**src/rtl/conv_pkg.sv**
```systemverilog
// rtl/conv_pkg.sv - shared types and helpers for the conv layer scheduler
package conv_pkg;

  localparam int ACC_W_DEF = 32;
  localparam int RES_MAX_W = 64;

  typedef enum logic [2:0] {
    IDLE,
    ISSUE,
    WAIT,
    EMIT,
    FIN
  } state_t;

  // Callers sign-extend to RES_MAX_W, so the MSB here is the sign of the narrower sum.
  function automatic logic signed [RES_MAX_W-1:0] relu(input logic signed [RES_MAX_W-1:0] acc);
    return acc[RES_MAX_W-1] ? '0 : acc;
  endfunction

endpackage

```
**src/rtl/conv_layer_sched_if.sv**
```systemverilog
// rtl/conv_layer_sched_if.sv - sequencer, engine, memory and output-stream signals of the scheduler
interface conv_layer_sched_if #(
  parameter int MAPSIZE = 32,
  parameter int CH_W    = 4,
  parameter int ACC_W   = 32
);
  localparam int OUT_DIM = MAPSIZE - 4;
  localparam int XY_W    = (OUT_DIM > 1) ? $clog2(OUT_DIM) : 1;

  logic              start;
  logic              abort;
  logic [CH_W-1:0]   cfg_in_last;
  logic [CH_W-1:0]   cfg_out_last;
  logic              eng_start;
  logic              eng_done;
  logic [ACC_W-1:0]  eng_result;
  logic [XY_W-1:0]   win_x;
  logic [XY_W-1:0]   win_y;
  logic [CH_W-1:0]   in_ch;
  logic [CH_W-1:0]   out_ch;
  logic [ACC_W-1:0]  bias_data;
  logic              out_valid;
  logic              out_ready;
  logic [ACC_W-1:0]  out_data;
  logic              busy;
  logic              done;

  modport slave (
    input  start, abort, cfg_in_last, cfg_out_last, eng_done, eng_result, bias_data, out_ready,
    output eng_start, win_x, win_y, in_ch, out_ch, out_valid, out_data, busy, done
  );

  modport master (
    output start, abort, cfg_in_last, cfg_out_last, eng_done, eng_result, bias_data, out_ready,
    input  eng_start, win_x, win_y, in_ch, out_ch, out_valid, out_data, busy, done
  );

endinterface

```
**src/rtl/conv_index_counter.sv**
```systemverilog
// rtl/conv_index_counter.sv - nested x -> y -> out_ch pixel counter
module conv_index_counter #(
  parameter int OUT_DIM = 28,
  parameter int CH_W    = 4,
  parameter int XY_W    = 5
) (
  input  logic            clk,
  input  logic            rst_n,
  input  logic            i_clear,
  input  logic            i_advance,
  input  logic [CH_W-1:0] i_ch_last,
  output logic [XY_W-1:0] o_x,
  output logic [XY_W-1:0] o_y,
  output logic [CH_W-1:0] o_ch,
  output logic            o_last
);

  localparam logic [XY_W-1:0] XY_LAST = XY_W'(OUT_DIM - 1);

  logic [XY_W-1:0] r_x;
  logic [XY_W-1:0] r_y;
  logic [CH_W-1:0] r_ch;
  logic            w_x_last;
  logic            w_y_last;

  assign w_x_last = (r_x == XY_LAST);
  assign w_y_last = (r_y == XY_LAST);
  assign o_last   = w_x_last && w_y_last && (r_ch == i_ch_last);
  assign o_x      = r_x;
  assign o_y      = r_y;
  assign o_ch     = r_ch;

  always_ff @(posedge clk or negedge rst_n) begin
    if (!rst_n) begin
      r_x  <= '0;
      r_y  <= '0;
      r_ch <= '0;
    end else if (i_clear) begin
      r_x  <= '0;
      r_y  <= '0;
      r_ch <= '0;
    end else if (i_advance) begin
      if (!w_x_last) begin
        r_x <= r_x + 1'b1;
      end else begin
        r_x <= '0;
        if (!w_y_last) begin
          r_y <= r_y + 1'b1;
        end else begin
          r_y  <= '0;
          r_ch <= r_ch + 1'b1;
        end
      end
    end
  end

endmodule

```
**src/rtl/conv_layer_sched.sv**
```systemverilog
// rtl/conv_layer_sched.sv - layer loop nest, engine handshake, bias/ReLU and result stream
module conv_layer_sched
  import conv_pkg::*;
#(
  parameter int MAPSIZE = 32,
  parameter int CH_W    = 4,
  parameter int ACC_W   = ACC_W_DEF,
  parameter int RELU    = 1
) (
  input logic               clk,
  input logic               rst_n,
  conv_layer_sched_if.slave bus
);

  localparam int OUT_DIM = MAPSIZE - 4;
  localparam int XY_W    = (OUT_DIM > 1) ? $clog2(OUT_DIM) : 1;

  state_t                   r_state;
  logic [CH_W-1:0]          r_in_last;
  logic [CH_W-1:0]          r_out_last;
  logic [CH_W-1:0]          r_in_ch;
  logic signed [ACC_W-1:0]  r_acc;
  logic [ACC_W-1:0]         r_out_data;
  logic                     r_eng_start;
  logic                     r_out_valid;
  logic                     r_busy;
  logic                     r_done;

  logic                     w_clear;
  logic                     w_advance;
  logic                     w_last;
  logic [XY_W-1:0]          w_x;
  logic [XY_W-1:0]          w_y;
  logic [CH_W-1:0]          w_out_ch;
  logic signed [ACC_W-1:0]  w_sum;
  logic signed [RES_MAX_W-1:0] w_sum_ext;
  logic [ACC_W-1:0]         w_result;

  // The counter holds its final position on the last pixel so the indices stay visible after FIN.
  assign w_clear   = (r_state == IDLE) && bus.start && !bus.abort;
  assign w_advance = (r_state == EMIT) && bus.out_ready && !bus.abort && !w_last;

  conv_index_counter #(
    .OUT_DIM (OUT_DIM),
    .CH_W    (CH_W),
    .XY_W    (XY_W)
  ) u_index (
    .clk       (clk),
    .rst_n     (rst_n),
    .i_clear   (w_clear),
    .i_advance (w_advance),
    .i_ch_last (r_out_last),
    .o_x       (w_x),
    .o_y       (w_y),
    .o_ch      (w_out_ch),
    .o_last    (w_last)
  );

  assign w_sum     = r_acc + bus.eng_result + bus.bias_data;
  assign w_sum_ext = RES_MAX_W'(w_sum);
  assign w_result  = (RELU != 0) ? ACC_W'(relu(w_sum_ext)) : w_sum;

  always_ff @(posedge clk or negedge rst_n) begin
    if (!rst_n) begin
      r_state     <= IDLE;
      r_in_last   <= '0;
      r_out_last  <= '0;
      r_in_ch     <= '0;
      r_acc       <= '0;
      r_out_data  <= '0;
      r_eng_start <= 1'b0;
      r_out_valid <= 1'b0;
      r_busy      <= 1'b0;
      r_done      <= 1'b0;
    end else begin
      r_eng_start <= 1'b0;
      r_done      <= 1'b0;
      if (bus.abort) begin
        r_state     <= IDLE;
        r_acc       <= '0;
        r_out_valid <= 1'b0;
        r_busy      <= 1'b0;
      end else begin
        case (r_state)
          IDLE: if (bus.start) begin
            r_in_last   <= bus.cfg_in_last;
            r_out_last  <= bus.cfg_out_last;
            r_in_ch     <= '0;
            r_acc       <= '0;
            r_eng_start <= 1'b1;
            r_busy      <= 1'b1;
            r_state     <= ISSUE;
          end
          ISSUE: r_state <= WAIT;
          WAIT: if (bus.eng_done) begin
            if (r_in_ch < r_in_last) begin
              r_acc       <= r_acc + bus.eng_result;
              r_in_ch     <= r_in_ch + 1'b1;
              r_eng_start <= 1'b1;
              r_state     <= ISSUE;
            end else begin
              r_out_data  <= w_result;
              r_acc       <= '0;
              r_out_valid <= 1'b1;
              r_state     <= EMIT;
            end
          end
          EMIT: if (bus.out_ready) begin
            r_out_valid <= 1'b0;
            r_in_ch     <= '0;
            if (w_last) begin
              r_done  <= 1'b1;
              r_state <= FIN;
            end else begin
              r_eng_start <= 1'b1;
              r_state     <= ISSUE;
            end
          end
          FIN: begin
            r_busy  <= 1'b0;
            r_state <= IDLE;
          end
          default: r_state <= IDLE;
        endcase
      end
    end
  end

  assign bus.eng_start = r_eng_start;
  assign bus.win_x     = w_x;
  assign bus.win_y     = w_y;
  assign bus.in_ch     = r_in_ch;
  assign bus.out_ch    = w_out_ch;
  assign bus.out_valid = r_out_valid;
  assign bus.out_data  = r_out_data;
  assign bus.busy      = r_busy;
  assign bus.done      = r_done;

endmodule

```
**src/flat_wrapper.sv**
```systemverilog
// flat-port wrapper written by rule: the top's interface ports become plain ports
module conv_layer_sched_flat import conv_pkg::*;
#(
  parameter int MAPSIZE = 32,
  parameter int CH_W    = 4,
  parameter int ACC_W   = ACC_W_DEF,
  parameter int RELU    = 1
)
  (clk, rst_n, bus_start, bus_abort, bus_cfg_in_last, bus_cfg_out_last, bus_eng_done, bus_eng_result, bus_bias_data, bus_out_ready, bus_eng_start, bus_win_x, bus_win_y, bus_in_ch, bus_out_ch, bus_out_valid, bus_out_data, bus_busy, bus_done);
  conv_layer_sched_if #(.MAPSIZE(MAPSIZE), .CH_W(CH_W), .ACC_W(ACC_W)) bus_i ();
  input logic clk;
  input logic rst_n;
  input wire logic [$bits(bus_i.start)-1:0] bus_start;
  input wire logic [$bits(bus_i.abort)-1:0] bus_abort;
  input wire logic [$bits(bus_i.cfg_in_last)-1:0] bus_cfg_in_last;
  input wire logic [$bits(bus_i.cfg_out_last)-1:0] bus_cfg_out_last;
  input wire logic [$bits(bus_i.eng_done)-1:0] bus_eng_done;
  input wire logic [$bits(bus_i.eng_result)-1:0] bus_eng_result;
  input wire logic [$bits(bus_i.bias_data)-1:0] bus_bias_data;
  input wire logic [$bits(bus_i.out_ready)-1:0] bus_out_ready;
  output wire logic [$bits(bus_i.eng_start)-1:0] bus_eng_start;
  output wire logic [$bits(bus_i.win_x)-1:0] bus_win_x;
  output wire logic [$bits(bus_i.win_y)-1:0] bus_win_y;
  output wire logic [$bits(bus_i.in_ch)-1:0] bus_in_ch;
  output wire logic [$bits(bus_i.out_ch)-1:0] bus_out_ch;
  output wire logic [$bits(bus_i.out_valid)-1:0] bus_out_valid;
  output wire logic [$bits(bus_i.out_data)-1:0] bus_out_data;
  output wire logic [$bits(bus_i.busy)-1:0] bus_busy;
  output wire logic [$bits(bus_i.done)-1:0] bus_done;
  assign bus_i.start = bus_start;
  assign bus_i.abort = bus_abort;
  assign bus_i.cfg_in_last = bus_cfg_in_last;
  assign bus_i.cfg_out_last = bus_cfg_out_last;
  assign bus_i.eng_done = bus_eng_done;
  assign bus_i.eng_result = bus_eng_result;
  assign bus_i.bias_data = bus_bias_data;
  assign bus_i.out_ready = bus_out_ready;
  assign bus_eng_start = bus_i.eng_start;
  assign bus_win_x = bus_i.win_x;
  assign bus_win_y = bus_i.win_y;
  assign bus_in_ch = bus_i.in_ch;
  assign bus_out_ch = bus_i.out_ch;
  assign bus_out_valid = bus_i.out_valid;
  assign bus_out_data = bus_i.out_data;
  assign bus_busy = bus_i.busy;
  assign bus_done = bus_i.done;
  conv_layer_sched #(.MAPSIZE(MAPSIZE), .CH_W(CH_W), .ACC_W(ACC_W), .RELU(RELU)) u_core (.clk(clk), .rst_n(rst_n), .bus(bus_i));
endmodule
```
**config.mk**
```make
export PLATFORM = sky130hd
export DESIGN_NAME = conv_layer_sched_flat
export DESIGN_NICKNAME = d
export VERILOG_FILES = /design/src/rtl/conv_pkg.sv /design/src/rtl/conv_layer_sched_if.sv /design/src/rtl/conv_index_counter.sv /design/src/rtl/conv_layer_sched.sv /design/src/flat_wrapper.sv
export SDC_FILE = /design/constraint.sdc
export NUM_CORES = 1
export LEC_CHECK = 0
export ABC_CLOCK_PERIOD_IN_PS = 6200
export CORE_MARGIN = 2
export CORE_UTILIZATION = 54
export CTS_CLUSTER_SIZE = 12
export DETAILED_ROUTE_END_ITERATION = 8
export PLACE_DENSITY = 0.82
export SYNTH_ARGS = -nofsm -noshare
export SYNTH_HDL_FRONTEND = slang
export SYNTH_HIERARCHICAL = 1
export SYNTH_SLANG_ARGS = --single-unit
```
**constraint.sdc**
```tcl
create_clock -name clk -period 6.2 [get_ports clk]
set_input_delay 1.55 -clock clk [delete_from_list [all_inputs] [get_ports clk]]
set_output_delay 1.55 -clock clk [all_outputs]
set_load 0.02 [all_outputs]
```
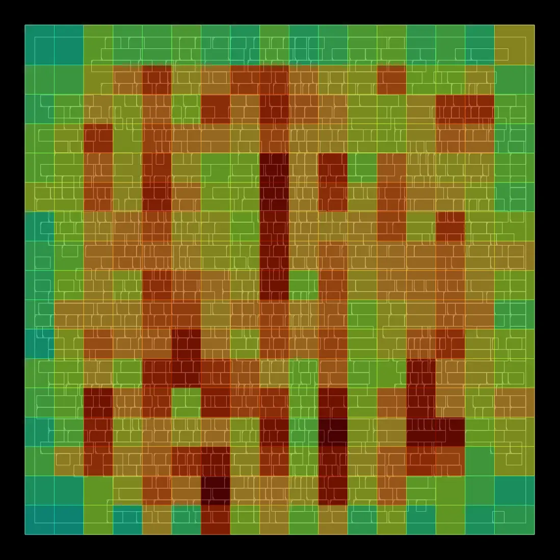
final_congestion.png
M1 GR Usage: 39.8%
met2 Usage GRT: 50.1%
busiest layer in global routing: met2

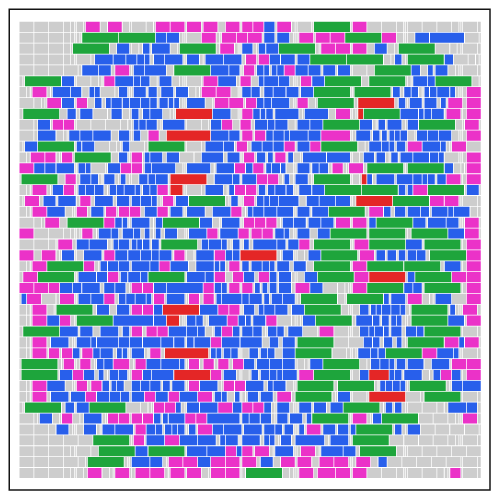
cell_classes.png
Scale: 4 px per um. Fill, decap, tap and diode cells in grey.
- flip-flops: green (cells 96; share of their area 24%)
- all other logic: blue (cells 636; share of their area 49%)
- other buffers and delay cells: magenta (cells 262; share of their area 23%)
- clock drivers and dummy loads: red (cells 16; share of their area 3.3%)

==> reports/notes.md <==
The cell-mix breakdown from Yosys lists the simple-gate area share as 14.3%. The post-synthesis to final-layout area growth is 40.0%. The number of signal-net buffers in the layout came out at 262. The tools report the data required time at the worst endpoint as 6440 ps.

The gate count of the mapped netlist is 755. Once the clock tree was built, the resizer swapped 7 gates to a different size. For the maximum VDD drop, the log shows 0.151 mV. After detailed routing, the wire length on met1 is 9.53 mm. The H-tree level count is 3. With the sequential share of power at 28.3%, the data arrival time at the worst-slack endpoint is 6320 ps. For the synthesized net count, the log shows 907. The tools report the number of combinational gates with multiple inputs as 612. The run gives 29.4% for the global-route usage over all layers.

The flow ran to the end, and the final reports show no timing, DRC or antenna violations. The run reported a max-capacitance violation count of 0. The region available for standard cell placement spans 13200 um2. Setup slack closes at 121 ps. The tools report the worst-case hold path end point as u_core/bus.out_data[1]. The final instance area is 10100 um2. The clock-pin transition on the worst setup and hold timing paths was 70 ps. TritonCTS reports the number of clock sinks as 96.

The chip occupies 14400 um2. The ratio of total power to cell area was 304 nW/um2. OpenSTA lists the critical path startpoint as bus_eng_result[8]. Layout sequential cell count: 96. Max-slew check failures listed in the final report amount to 0.

Measured on the finished design, the core utilization comes to 76.9%. With the switching power total at 1.16 mW, the maximum number of buffers from clock root to sink is 2. The worst hold slack after final layout is 496 ps, and the number of antenna violations at the first check in global routing is 0. Per the detail_route report, routed wire per instance is 18.3 um.

In this run the tools logged warnings totalling 29. TritonCTS built the clock tree. The flip-flop and latch power was 0.872 mW; the wire length of the first global-routing pass was 34.0 mm. The synthesis run shows the most used standard cells to be 96 x sky130_fd_sc_hd__dfrtp_1, 72 x sky130_fd_sc_hd__ha_1, 60 x sky130_fd_sc_hd__a21oi_1. Counting the clock-network buffers in the layout gives 12. Per the layout report, the design carries 24 non-clock inverters. Dividing the final minimum period by the clock period gives 98.1%. The flip-flop cell with the highest count after synthesis is sky130_fd_sc_hd__dfrtp_1. The logs give 2.80% for the fraction of met3 tracks used by global routing and 42 for the count of standard-cell rows.

After synthesis the netlist holds a flip-flop and latch count of 96. The cell count after placement was 1160. Detailed placement reports a standard cell area of 9560 um2. The run gives 33.2% for the sequential share of the synthesized area. sky130_fd_sc_hd__dfrtp_1 is the most common cell in the netlist.

The wire-length estimate of the detail-placed layout is 15.9 mm. The tools report the tap cell count as 176. Per the GRT congestion report, total overflow comes to 0. The largest register by flop count is u_core/r_acc. The destination of the critical timing path is u_core/bus.out_data[9]. Endpoints failing hold in the final report were tallied at 0. According to the report, the first pass of detailed routing completed in 5 iterations. The library cell appearing most often on the critical path is sky130_fd_sc_hd__a21o_1. The run gives 37.7% for the net switching fraction of the power. Leaving out filler cells and counting taps, the final layout contains 1186. Detailed routing placed a total of 1.23 mm of wire on met3. The leakage component of the power was reported as 4.92 nW. A synthesized cell averages 9.59 um2.

With the share of cells above drive strength 1 at 21.0%, the proportion of power drawn by the clock network is 20.0%. With the combinational share of cell area at 47.3%, the final total negative setup slack is 0 ps. With the remaining max-slew budget at the tightest pin at 14.5%, the power of the combinational group is 1.59 mW.

From the final report, the count of setup violators was given as 0. The final antenna diode tally reported by the flow is 0. The largest cell class by area is multi-input combinational cells.

The worst setup path is launched from a primary input. The logs give 51.7% for the combinational share of power and 2 for the number of post-CTS setup repair buffers. After its last routability iteration, the placer logged a weighted congestion of 0.942.

The class of the most critical hold timing path is register to register. Per the layout area report, the combinational gate area comes to 4790 um2. The transition time recorded at the tightest slew-check pin is 1270 ps. For this block, the via count after detailed routing is 7164.

The cell family with the largest share of critical-path delay is AND-OR/OR-AND gates. The prevailing logic family in the synthesized netlist was AND-OR/OR-AND gates. The placement report lists the number of port buffers as 130.

Non-clock buffer area fraction after layout: 22.8%. By startpoint and endpoint, the worst setup path is classified as primary input to register. With the number of filler instances in the final layout at 897, the area fraction in compound gates after synthesis is 27.0%. The run gives 21.7 mm as the final wirelength.

The portion of netlist area occupied by mux cells works out to 2.26%. The report puts the cell count of the worst reg-to-reg path at 24. TritonCTS created 9 clock buffers. Per the synth stats, the proportion of register bits with asynchronous set or reset is 100%. The timing report gives the biggest stage delay along the critical path as 400 ps. Per the synthesis report, the adder-cell share of the synthesized area is 13.0%.

For the starting density of the core, the log shows 54.9%. The floorplan die width is 120 um. The tree is rooted in a sky130_fd_sc_hd__clkbuf_16.

Together, buffers and inverters on the worst path number 3. Registers take 2400 um2. The worst flop-to-flop path startpoint is u_core/r_acc[0]. The worst hold path was traced through 2 stages. The report shows a maximum critical-path fanout of 11.

Sorting the synthesized cells by area gives the leading types as sky130_fd_sc_hd__dfrtp_1 33%, sky130_fd_sc_hd__ha_1 12%, sky130_fd_sc_hd__a22o_1 7.1%. The count of antenna-violating nets left after detailed routing came out at 0. The relative area of clock buffers and inverters in the final design was 3.20%; the number of hold-repair buffers added at the cts stage was 0. The smallest clock period supported by the final layout is computed as 6080 ps.

In the final design database the tool counted 1157 nets. Largest power group: combinational cells. In the final run the clock tree shows a worst skew of 9.01 ps. The register with the most flip-flops in the layout has 32 of them. The synthesis report lists the Yosys warning total as 6.

The remaining design rule violation count came out at 0. Signal routing reaches up to met4. The tools report the number of global-route vias before repair as 7074. Post-synthesis, Yosys gives the total cell area as 7240 um2. The cell type contributing the most total cell area after synthesis is sky130_fd_sc_hd__dfrtp_1. Yosys stat counts 755 cells in the synthesized netlist. From bottom edge to top edge, the die measures 120 um.

In the Yosys stats the netlist draws on 80 distinct library cells. After synthesis the cells add up to 7240 um2. Across the whole layout, storage elements make up 23.7% of the cell area. After Yosys synthesis, XOR and XNOR cells account for 7.12% of the synthesized area.
Power and IR drop assume default switching activity.
